==> config.mk <==
export PLATFORM = sky130hd
export DESIGN_NAME = mem_port_arbiter
export DESIGN_NICKNAME = d
export VERILOG_FILES = /design/src/rtl/mem_port_arbiter_pkg.sv /design/src/rtl/mem_port_arbiter.sv
export SDC_FILE = /design/constraint.sdc
export NUM_CORES = 1
export LEC_CHECK = 0
export ABC_CLOCK_PERIOD_IN_PS = 2700
export CORE_MARGIN = 5
export CORE_UTILIZATION = 35
export DETAILED_ROUTE_END_ITERATION = 10
export MAX_ROUTING_LAYER = met4
export PLACE_DENSITY = 0.81
export REMOVE_ABC_BUFFERS = 1
export SKIP_CTS_REPAIR_TIMING = 1
export SLEW_MARGIN = 25
export SYNTH_ARGS = -nofsm -noshare
export SYNTH_HDL_FRONTEND = slang
export SYNTH_SLANG_ARGS = --single-unit
==> constraint.sdc <==
create_clock -name clk -period 2.7 [get_ports clk]
set_clock_uncertainty 0.15 [all_clocks]
set_input_delay 0.54 -clock clk [delete_from_list [all_inputs] [get_ports clk]]
set_output_delay 0.54 -clock clk [all_outputs]
set_load 0.005 [all_outputs]
cell_classes.png
Fill, decap, tap and diode cells in gray.
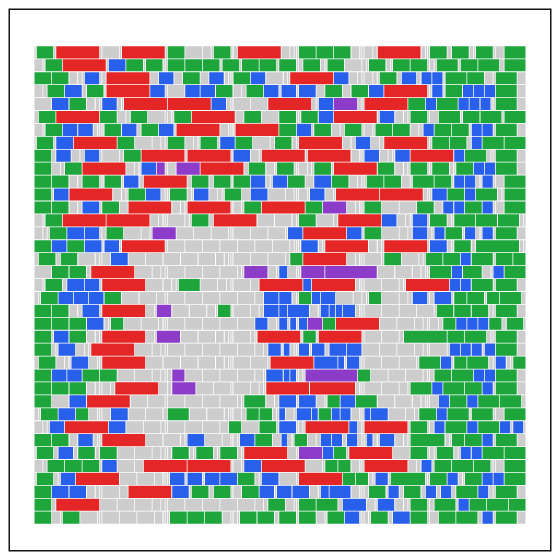
Key: other buffers and delay cells = green [cells 301]; flip-flops = red [cells 76]; all other logic = blue [cells 216]; clock drivers and dummy loads = purple [cells 15]
sequential share of cell area: 26.7%
number of cell rows: 37
Layout Cell Area excl Fill: 7130 sq um
core area: 10400 sq um

port_nets.png
Scale bar: 20 um.
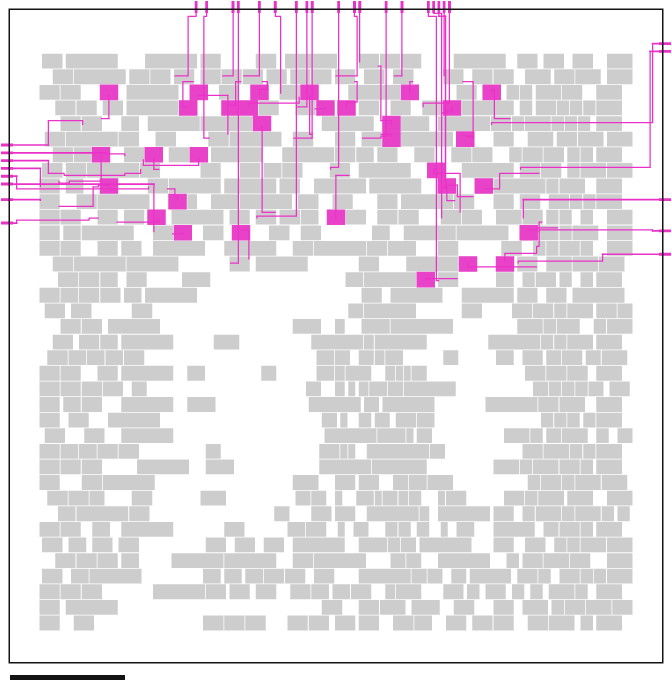
Key: d_wdata_i = magenta [bits 32, direction input, edge 19 top, 8 left, 5 right, end cells 32, buffers 32, wire 1030 um]
count of buffers from port buffering: 269
boundary pin count: 270

wire_density.png
23 x 23 tiles, from dark blue (low) to red (high), scaled to the fullest tile. Values are wire area over tile area, all layers added.
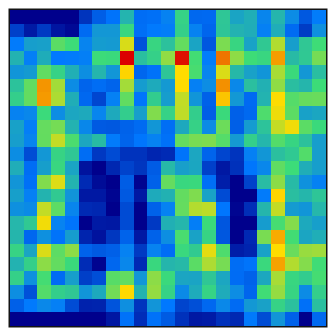
21% of the tiles are over half the peak. The mean over all tiles is 0.20. 5.7% of the tiles are nearly empty. The fullest tile reaches 0.57.
average wire length per cell after detail routing: 20.7 um
GR Util All Layers: 22.1%

==> report_table.html <==
<h3>Flow metrics</h3>
<table>
<tr><th>Metric</th><th>Value</th></tr>
<tr><th colspan="2">Cells and area</th></tr>
<tr><td>Non-clock buffer share</td><td>44.4%</td></tr>
<tr><td>Area taken by flip-flops and latches</td><td>1900 sq um</td></tr>
<tr><td>Fill cell instance count of the final layout</td><td>around 760</td></tr>
<tr><td>Seq cells</td><td>between 70 and 80</td></tr>
<tr><td>Top cells excl fill/tap</td><td>200 x clkdlybuf4s50_1, 75 x dfrtp_1, 68 x dlymetal6s2s_1</td></tr>
<tr><td>Number of ordinary inverters in the final layout</td><td>4</td></tr>
<tr><td>Most common logic cell in the routed design</td><td>clkdlybuf4s50_1</td></tr>
<tr><td>Area used by multi-input combinational logic</td><td>approximately 1700 sq um</td></tr>
<tr><td>N_diodes</td><td>1</td></tr>
<tr><td>Count of clock buffers in the final design</td><td>9</td></tr>
<tr><td>Most area-hungry cell class in the final design</td><td>buffers</td></tr>
<tr><td>Final core utilization</td><td>between 60% and 70%</td></tr>
<tr><td>Layout clock area frac</td><td>3.00%</td></tr>
<tr><td>Final Non-Filler Cells</td><td>about 750</td></tr>
<tr><th colspan="2">Global route</th></tr>
<tr><td>Met3 global-route usage</td><td>5.09%</td></tr>
<tr><td>Vias in the first global route</td><td>4077</td></tr>
<tr><td>Largest net degree at the start of global routing</td><td>between 60 and 70</td></tr>
<tr><td>Global routing met2 resource utilization</td><td>37.0%</td></tr>
<tr><td>First-pass GRT wire length</td><td>between 20 and 25 mm</td></tr>
<tr><td>GR met1 Demand/Resource</td><td>25.2%</td></tr>
<tr><td>Most congested layer reported by global routing</td><td>met2</td></tr>
<tr><th colspan="2">Detailed routing</th></tr>
<tr><td>Via density per instance</td><td>5.32</td></tr>
<tr><td>Met2 Routed Length</td><td>7.79 mm</td></tr>
<tr><td>Detailed-route via count</td><td>3963</td></tr>
<tr><td>Remaining DRCs</td><td>0</td></tr>
<tr><td>Routed metal-1 wire length</td><td>5.83 mm</td></tr>
<tr><td>WL met3</td><td>about 1.3 mm</td></tr>
<tr><td>Top layer used by detailed routing</td><td>met4</td></tr>
<tr><th colspan="2">Synth</th></tr>
<tr><td>Total cells reported by yosys after synthesis</td><td>around 330</td></tr>
<tr><td>Area fraction in and, or, nand and nor cells</td><td>around 23%</td></tr>
<tr><td>AND-OR/OR-AND share of the synthesized area</td><td>19.8%</td></tr>
<tr><td>Dominant combinational family</td><td>simple AND/OR/NAND/NOR gates</td></tr>
<tr><td>Xor-xnor portion of the synthesized cell area</td><td>0%</td></tr>
<tr><td>Post-synthesis cell count</td><td>329</td></tr>
<tr><td>Per-instance average area after synthesis</td><td>11.4 sq um</td></tr>
<tr><td>Adder-cell share of the synthesized area</td><td>0.333%</td></tr>
<tr><td>Post-synth seq share</td><td>50.6%</td></tr>
<tr><td>Post-synth tally of flip-flops with integrated enable</td><td>0</td></tr>
<tr><td>Combined area of all synthesized cells</td><td>3760 sq um</td></tr>
<tr><td>Chip area in the Yosys report</td><td>3760 sq um</td></tr>
<tr><td>Proportion of synthesized flip-flops having asynchronous set or reset</td><td>100%</td></tr>
<tr><td>Dominant Register Cell</td><td>dfrtp_1</td></tr>
<tr><th colspan="2">Final timing</th></tr>
<tr><td>Least-Margin Pin Slew</td><td>0.729 ns</td></tr>
<tr><td>Final tally of max-slew violations</td><td>0</td></tr>
<tr><td>Count of final hold-check violations</td><td>0</td></tr>
<tr><td>Setup Total Neg Slack</td><td>0 ns</td></tr>
<tr><td>Finish-stage setup viols</td><td>0</td></tr>
<tr><td>Final Hold Slack</td><td>slightly above 0.06 ns</td></tr>
<tr><td>Final Critical Period</td><td>2.67 ns</td></tr>
<tr><th colspan="2">Floorplanning</th></tr>
<tr><td>Die outline width</td><td>114 um</td></tr>
<tr><td>Core Util at FP</td><td>between 30% and 40%</td></tr>
<tr><td>Die area</td><td>roughly 13000 sq um</td></tr>
<tr><th colspan="2">Setup path</th></tr>
<tr><td>Critical path launch point type</td><td>flop</td></tr>
<tr><td>Crit path DRT</td><td>roughly 2.0 ns</td></tr>
<tr><td>WS Path Type</td><td>flop to output pin</td></tr>
<tr><td>Buffers plus inverters on the worst setup path</td><td>2</td></tr>
<tr><td>Standard cell with the maximum stage delay on the critical path</td><td>clkdlybuf4s50_1</td></tr>
<tr><td>Critical Path AT</td><td>1.98 ns</td></tr>
<tr><td>Cell chain of the critical path</td><td>nor2b_4 -&gt; and4b_1 -&gt; buf_12 -&gt; and2_1 -&gt; clkdlybuf4s50_1</td></tr>
<tr><td>Crit path capture type</td><td>output pin</td></tr>
<tr><td>Critical path depth</td><td>5</td></tr>
<tr><td>Critical Path Max Stage Delay</td><td>0.49 ns</td></tr>
<tr><td>Gate family responsible for the most delay along the worst path</td><td>buffers and inverters</td></tr>
<tr><th colspan="2">Clocking</th></tr>
<tr><td>Clock tree from TritonCTS</td><td>yes</td></tr>
<tr><td>Clk Tree Root Cell</td><td>clkbuf_8</td></tr>
<tr><td>Clock input transition at the sequential cells of the worst setup and hold paths</td><td>approximately 0.08 ns</td></tr>
<tr><td>TritonCTS Buffers</td><td>9</td></tr>
<tr><td>Number of sinks driven by the clock tree</td><td>76</td></tr>
<tr><td>Buffer levels on the longest clock path</td><td>2</td></tr>
<tr><td>Clk_lat worst skew</td><td>0.33 ns</td></tr>
<tr><th colspan="2">Run</th></tr>
<tr><td>Total tool warning count</td><td>26</td></tr>
<tr><td>Number of maximum-capacitance violations</td><td>0</td></tr>
<tr><th colspan="2">Status</th></tr>
<tr><td>Result of the run</td><td>completed</td></tr>
<tr><th colspan="2">Place</th></tr>
<tr><td>DP Worst Slack</td><td>-0.249 ns</td></tr>
<tr><td>HPWL after detailed placement</td><td>11.0 mm</td></tr>
<tr><td>Last weighted congestion value of the routability-driven placer</td><td>0.932</td></tr>
<tr><th colspan="2">Power and ir drop</th></tr>
<tr><td>Power Total</td><td>5.74 mW</td></tr>
<tr><td>Leakage power total</td><td>slightly above 4 nW</td></tr>
<tr><td>Share of power burned in registers</td><td>33.6%</td></tr>
<tr><td>Combinational power share</td><td>50.1%</td></tr>
<tr><th colspan="2">Worst hold path</th></tr>
<tr><td>Class of the tightest hold or removal check</td><td>primary input to async pin</td></tr>
</table>
## power by group through the flow
stage	registers, mW	clock network (mW)	logic (mW)
2_1_floorplan	1.96	0	0.990
3_3_place_gp	1.91	0	2.78
3_5_place_dp	1.92	0	2.85
4_1_cts	1.92	0.966	2.85
5_1_grt	1.99	1.02	3.09
6_report	1.93	0.936	2.88
## synth_stat cells (3+ instances only)
cell / number / share of area [%]
nand2_1: 6 / 0.60
a22o_1: 34 / 7.9
and2_1: 64 / 11
dfrtp_1: 76 / 51
a221o_1: 32 / 8.5
buf_2: 4 / 0.53
nor2_1: 3 / 0.30
buf_6: 8 / 2.4
inv_1: 4 / 0.40
clkbuf_1: 23 / 2.3
nor4b_1: 33 / 7.7
a21oi_1: 4 / 0.53
No activity file was given, so power comes from the tool's default toggle rates.
